Fig. 1: power grid
Scale bar: 20 um. Pins as bars on the die edge. Tap cells in grey.
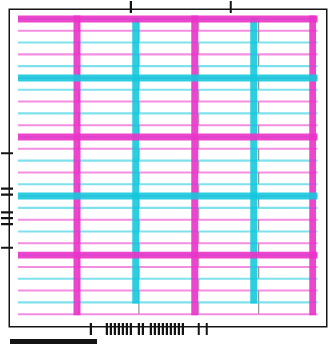
Fig. 2: placement by cell class
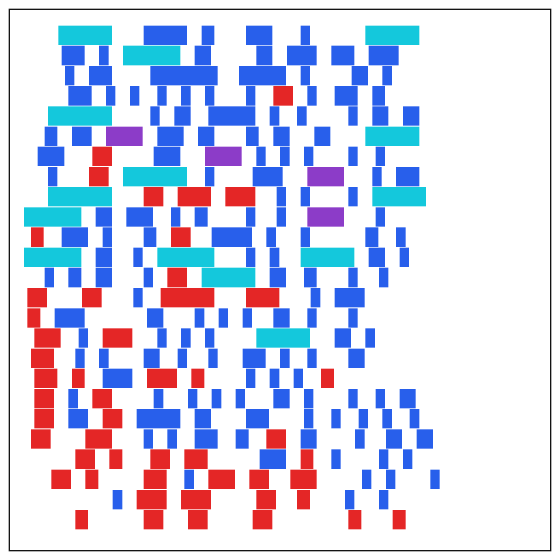
Fig. 3: clock network drawn from the DEF
Scale bar: 20 um.
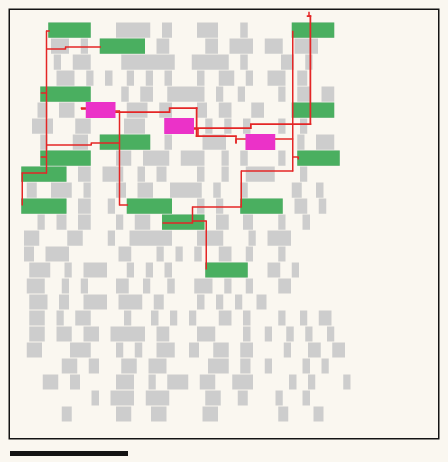
### src/rtl/hazard_pkg.sv
// Shared types for the LEGv8 pipeline hazard controller.
package hazard_pkg;

    typedef enum logic [1:0] {RUN, LU_STALL, MEM_WAIT} hz_state_t;

    localparam int unsigned XZR_IDX_DEF = 31;

endpackage

### src/rtl/hazard_detect.sv
// Combinational load-use comparator between the LDUR in EX and the operands of the ID instruction.
module hazard_detect
    import hazard_pkg::*;
#(
    parameter int unsigned REG_W   = 5,
    parameter int unsigned XZR_IDX = XZR_IDX_DEF
) (
    input  logic [REG_W-1:0] id_rn,
    input  logic [REG_W-1:0] id_rm,
    input  logic             id_uses_rm,
    input  logic             ex_memread,
    input  logic [REG_W-1:0] ex_rd,
    output logic             hazard
);

    localparam logic [REG_W-1:0] XZR = REG_W'(XZR_IDX);

    always_comb begin
        hazard = ex_memread && (ex_rd != XZR) &&
                 ((ex_rd == id_rn) || (id_uses_rm && (ex_rd == id_rm)));
    end

endmodule

### src/rtl/pipeline_hazard_ctrl.sv
// Pipeline register enable/flush sequencer: load-use bubbles, branch flushes, dmem wait states.
// Define HAZARD_PERF_CNT_EN to add the stall_cycles performance counter output.
module pipeline_hazard_ctrl
    import hazard_pkg::*;
#(
    parameter int unsigned REG_W        = 5,
    parameter int unsigned XZR_IDX      = XZR_IDX_DEF,
    parameter int unsigned LU_STALL_CYC = 1,
    parameter int unsigned MAX_WAIT     = 255
) (
    input  logic             clk,
    input  logic             reset,
    input  logic [REG_W-1:0] id_rn,
    input  logic [REG_W-1:0] id_rm,
    input  logic             id_uses_rm,
    input  logic             ex_memread,
    input  logic [REG_W-1:0] ex_rd,
    input  logic             mem_pcsrc,
    input  logic             dmem_busy,
    output logic             pc_en,
    output logic             if_id_en,
    output logic             id_ex_en,
    output logic             ex_mem_en,
    output logic             mem_wb_en,
    output logic             if_id_flush,
    output logic             id_ex_flush,
    output logic             ex_mem_flush,
    output logic             stall_timeout
`ifdef HAZARD_PERF_CNT_EN
    ,
    output logic [31:0]      stall_cycles
`endif
);

    localparam int unsigned WC_W = $clog2(MAX_WAIT + 2);
    localparam logic [WC_W-1:0] WAIT_SAT = WC_W'(MAX_WAIT + 1);
    localparam logic [1:0] LU_INIT = 2'(LU_STALL_CYC - 1);

    hz_state_t       state_q, state_d, eff_state;
    logic [1:0]      lu_cnt_q, lu_cnt_d;
    logic [WC_W-1:0] wait_cnt_q, wait_cnt_d;
    logic            timeout_q, timeout_d;
    logic            hazard;
    logic            freeze, bubble, flush;

    hazard_detect #(
        .REG_W   (REG_W),
        .XZR_IDX (XZR_IDX)
    ) u_detect (
        .id_rn      (id_rn),
        .id_rm      (id_rm),
        .id_uses_rm (id_uses_rm),
        .ex_memread (ex_memread),
        .ex_rd      (ex_rd),
        .hazard     (hazard)
    );

    always_comb begin
        state_d    = state_q;
        lu_cnt_d   = lu_cnt_q;
        wait_cnt_d = wait_cnt_q;
        freeze     = 1'b0;
        bubble     = 1'b0;
        flush      = 1'b0;

        // Once memory is ready, the wait cycle itself is decided by the state it interrupted.
        eff_state = state_q;
        if (state_q == MEM_WAIT && !dmem_busy) begin
            eff_state = (lu_cnt_q != 2'd0) ? LU_STALL : RUN;
        end

        if (eff_state == MEM_WAIT) begin
            freeze = 1'b1;
            if (wait_cnt_q != WAIT_SAT) begin
                wait_cnt_d = wait_cnt_q + WC_W'(1);
            end
        end else if (dmem_busy) begin
            freeze     = 1'b1;
            state_d    = MEM_WAIT;
            wait_cnt_d = WC_W'(1);
        end else if (mem_pcsrc) begin
            flush      = 1'b1;
            state_d    = RUN;
            lu_cnt_d   = 2'd0;
            wait_cnt_d = '0;
        end else if (eff_state == LU_STALL) begin
            bubble     = 1'b1;
            wait_cnt_d = '0;
            if (lu_cnt_q <= 2'd1) begin
                state_d  = RUN;
                lu_cnt_d = 2'd0;
            end else begin
                state_d  = LU_STALL;
                lu_cnt_d = lu_cnt_q - 2'd1;
            end
        end else if (hazard) begin
            bubble     = 1'b1;
            wait_cnt_d = '0;
            if (LU_STALL_CYC <= 1) begin
                state_d  = RUN;
                lu_cnt_d = 2'd0;
            end else begin
                state_d  = LU_STALL;
                lu_cnt_d = LU_INIT;
            end
        end else begin
            state_d    = RUN;
            wait_cnt_d = '0;
        end

        timeout_d = timeout_q | (wait_cnt_d == WAIT_SAT);

        pc_en        = !(freeze || bubble);
        if_id_en     = !(freeze || bubble);
        id_ex_en     = !freeze;
        ex_mem_en    = !freeze;
        mem_wb_en    = !freeze;
        if_id_flush  = flush;
        id_ex_flush  = flush || bubble;
        ex_mem_flush = flush;

        if (reset) begin
            pc_en        = 1'b0;
            if_id_en     = 1'b0;
            id_ex_en     = 1'b0;
            ex_mem_en    = 1'b0;
            mem_wb_en    = 1'b0;
            if_id_flush  = 1'b0;
            id_ex_flush  = 1'b0;
            ex_mem_flush = 1'b0;
        end
    end

    always_ff @(posedge clk) begin
        if (reset) begin
            state_q    <= RUN;
            lu_cnt_q   <= 2'd0;
            wait_cnt_q <= '0;
            timeout_q  <= 1'b0;
        end else begin
            state_q    <= state_d;
            lu_cnt_q   <= lu_cnt_d;
            wait_cnt_q <= wait_cnt_d;
            timeout_q  <= timeout_d;
        end
    end

    assign stall_timeout = timeout_q;

`ifdef HAZARD_PERF_CNT_EN
    logic [31:0] stall_cnt_q;

    always_ff @(posedge clk) begin
        if (reset) begin
            stall_cnt_q <= 32'd0;
        end else if (!pc_en && (stall_cnt_q != 32'hFFFF_FFFF)) begin
            stall_cnt_q <= stall_cnt_q + 32'd1;
        end
    end

    assign stall_cycles = stall_cnt_q;
`endif

endmodule
### config.mk
export PLATFORM = sky130hd
export DESIGN_NAME = pipeline_hazard_ctrl
export DESIGN_NICKNAME = d
export VERILOG_FILES = /design/src/rtl/hazard_pkg.sv /design/src/rtl/hazard_detect.sv /design/src/rtl/pipeline_hazard_ctrl.sv
export SDC_FILE = /design/constraint.sdc
export NUM_CORES = 1
export LEC_CHECK = 0
export ABC_AREA = 1
export CAP_MARGIN = 10
export CELL_PAD_IN_SITES_DETAIL_PLACEMENT = 2
export CELL_PAD_IN_SITES_GLOBAL_PLACEMENT = 2
export CORE_MARGIN = 1.5
export CORE_UTILIZATION = 21
export CTS_BUF_LIST = sky130_fd_sc_hd__clkbuf_4 sky130_fd_sc_hd__clkbuf_8 sky130_fd_sc_hd__clkbuf_16
export DETAILED_ROUTE_END_ITERATION = 7
export GPL_TIMING_DRIVEN = 0
export PLACE_DENSITY = 0.86
export SYNTH_ARGS = -nofsm -noshare
export SYNTH_HDL_FRONTEND = slang
export SYNTH_HIERARCHICAL = 1
export SYNTH_SLANG_ARGS = --single-unit
### constraint.sdc
create_clock -name clk -period 1.4 [get_ports clk]
set_input_delay 0.28 -clock clk [delete_from_list [all_inputs] [get_ports clk]]
set_output_delay 0.28 -clock clk [all_outputs]
set_load 0.005 [all_outputs]
==> run summary <==
yosys + openroad results -> vias in the first global route=about 1400, total count of hold-check failures in the final report=0, cell type with the largest total area=dfxtp_1, slowest library cell on the worst path=o21a_1, critical path arrival=1.43 ns, clk_lat worst skew=between 0.2 and 0.3 ns, Max-area cell share=27.4%, vias per std cell=approximately 4.6, CTS buffer count=3, Clock Path Buffers=2, Ant. Diodes=0, Hold Buf Count CTS=0, total number of vias=1279, WL per Instance=roughly 16 um, run status=complete, but fails checks, Mapped Nets=a little under 200, First DRT Iteration DRCs=35, failing checks=setup timing, Chip Area=5300 um2, mapped cell area=between 1000 and 1500 um2, CP peak stage delay=0.19 ns, Slew @ Worst Pin=approximately 0.5 ns, Filler cells=~570, global route total overflow=0, critical-path cell list=buf_4 -> nand2_1 -> nand2_1 -> nor2_1 -> nand3_1 -> a21oi_2 -> nor2_2 -> o21a_1 -> buf_6 -> buf_6, Req. time, crit path=approximately 1.1 ns, fp util=21.8%, global-route wire length before repair=~7 mm, IO buf count=29, worst hold path class=input port to flip-flop, TNS Setup=-1.36 ns, top cells by area, synth=dfxtp_1 (27%), nand2_1 (21%), inv_1 (9.2%), WHS=0.304 ns, endpoint class of the critical path=primary output, Clock Skew=approximately 0.001 ns, Static Leakage=between 0.8 and 0.9 nW, Layout area overhead=66.7%, Routed WL=approximately 4.5 mm, hpwl dp=approximately 2.8 mm, Pwr Density=approximately 620 nW/um2, Yosys chip area=between 1000 and 1500 um2, critical path peak fanout=4, placer congestion estimate=~0.73, IO Pins=30, Detailed Routing Iterations Pass 1=4, initial antenna violation count=0, Startpoint Class=input port, antenna-violating nets left=0, min Tclk post-route=1.71 ns, placed cell area=roughly 1400 um2, RSZ-0062 raised after global routing=true, final setup violation count=6, Seq share, synth=between 20 and 30%, Peak Freq=just under 600 MHz, GRT Resource Usage Total=between 10% and 20%, clock sinks=14, max-cap violation count=0, max-slew violations=0, Nets=247, Slew HR=66.2%, Final Cycle Share=122%, Registers, synthesis=14, R2R setup slack=-0.26 ns, YS warnings=6, count of tool warnings=29, final setup margin=-0.305 ns, CTS tree=done, CTS H-tree lvls=1, Clock transition at path regs=approximately 0.060 ns, CTS root buffer=clkbuf_8, largest net degree at the start of global routing=10, Post-Synthesis Cells=174, Unique masters post-synth=24, residual DRC count=0, cells in synth_stat.txt=174, share of post-route cells with drive strength above 1=a little under half, syn_area_per_cell=about 5.9 um2, WS Path Type=input port to primary output
Notes on Fig. 1 above:
| net | colour |
|---|---|
| VDD | cyan |
| VSS | magenta |
met4 straps: 5
tap cells: 54
maximum VDD drop: 0.000468 V
Die X: 72.8 um

Notes on Fig. 2 above:
| class | colour | cells | share of their area |
|---|---|---|---|
| remaining buffers and delay cells | red | 50 | 25% |
| clock drivers and dummy loads | purple | 4 | 3.4% |
| combinational and other logic | blue | 155 | 54% |
| sequential cells | cyan | 14 | 18% |
std cell rows: 25
Core Util, Final: 36.3%
Core Box Area: 4690 um2
finished layout cell area: 1700 um2

Notes on Fig. 3 above:
[clock drivers] magenta | count: 3
[clock wires] red | length: 232 um
[flip-flops] green | count: 14
routed clock nets: 4

[power by group]
part	internal [mW]	total (mW)	switching, mW
combinational	0.118	0.244	0.125
clock	0.250	0.407	0.157
sequential	0.398	0.404	0.00587
total	0.766	1.05	0.289
[logic make-up (layout without fill, tap and decap cells)]
kind of cell,Yosys count,after routing,synth area share (%)
flops,14,14,27.4
buf+inv,37,86,15.1
xor+xnor,4,4,3.43
simple gates,108,108,46.4
compound gates,9,9,5.26
fa+ha+maj,2,2,2.45
[final timing paths]
path	startpoint	endpoint	cells after the start
min	reset	state_q[1]	2
max reg2reg	state_q[1]	lu_cnt_q[0]	13
max	ex_rd[3]	pc_en	10
min reg2reg	lu_cnt_q[1]	lu_cnt_q[1]	2
[flip-flops by register name, summed over array words and instances (netlist names)]
| name | cells |
|---|---|
| wait_cnt_q | 9 |
| lu_cnt_q | 2 |
| state_q | 2 |
| stall_timeout | 1 |
[per-stage QoR]
stage / total power [mW] / cells / setup slack, ns
after floorplan: 0.497 / 174 / 0.0750
after global placement: 0.603 / 257 / -1.11
final: 1.05 / 277 / -0.305
after CTS: 1.04 / 274 / -0.331
after detailed placement: 0.611 / 257 / -1.13
after global routing: 1.10 / 277 / -0.346
[timing repair]
item,4_1_cts,5_1_grt
pin swaps,29,21
endpoints found under the setup margin,12,9
resized,135,26
endpoints found under the hold margin,0,0
buffers inserted,13,3
[critical path: cells and delay by family]
family | cells | cell delay [ns]
and+or+nand+nor | 5 | 0.45
AOI/OAI and AO/OA | 2 | 0.35
buffers and inverters | 3 | 0.35
[cells in the mapped netlist (all sizes together)]
cell,count
a21oi,3
buf,5
clkinv,3
dfxtp,14
ha,2
inv,29
nand2,59
nand3,16
nand4,3
nor2,28
nor3,2
o211ai,1
o21a,1
o21ai,4
xnor2,1
xor2,3
[per-layer routing]
metal | GRT usage (%) | vias to the layer above | part of all wire [%]
met4 | 4.61 | 0 | 2.2
met1 | 18.3 | 623 | 37
met2 | 35.9 | 24 | 58
met3 | 3.45 | 10 | 2.4
met5 | 0 | - | 0
li1 | - | 622 | -
[final cells by class]
cell class | instances | area [um2] | share of cell area [%]
Clock buffer | 4 | 55.1 | 3.23
Sequential cell | 14 | 297 | 17.4
Timing Repair Buffer | 45 | 357 | 20.9
Inverter | 32 | 124 | 7.27
Multi-Input combinational cell | 123 | 759 | 44.6
Tap cell | 54 | 67.6 | 3.96
Buffer | 5 | 45.0 | 2.64
[cell usage in the layout (no fill, tap or decap), types with 4 or more instances in the layout]
master	instances
nand2_1	47
inv_1	22
buf_4	22
nor2_1	13
buf_2	12
nand2_2	11
nor2_2	10
nand3_2	7
nand3_1	7
dfxtp_1	7
inv_2	6
nor2_4	5
buf_6	5
clkbuf_8	4
dlygate4sd2_1	4
dfxtp_2	4
No activity file was given, so power comes from the tool's default toggle rates.
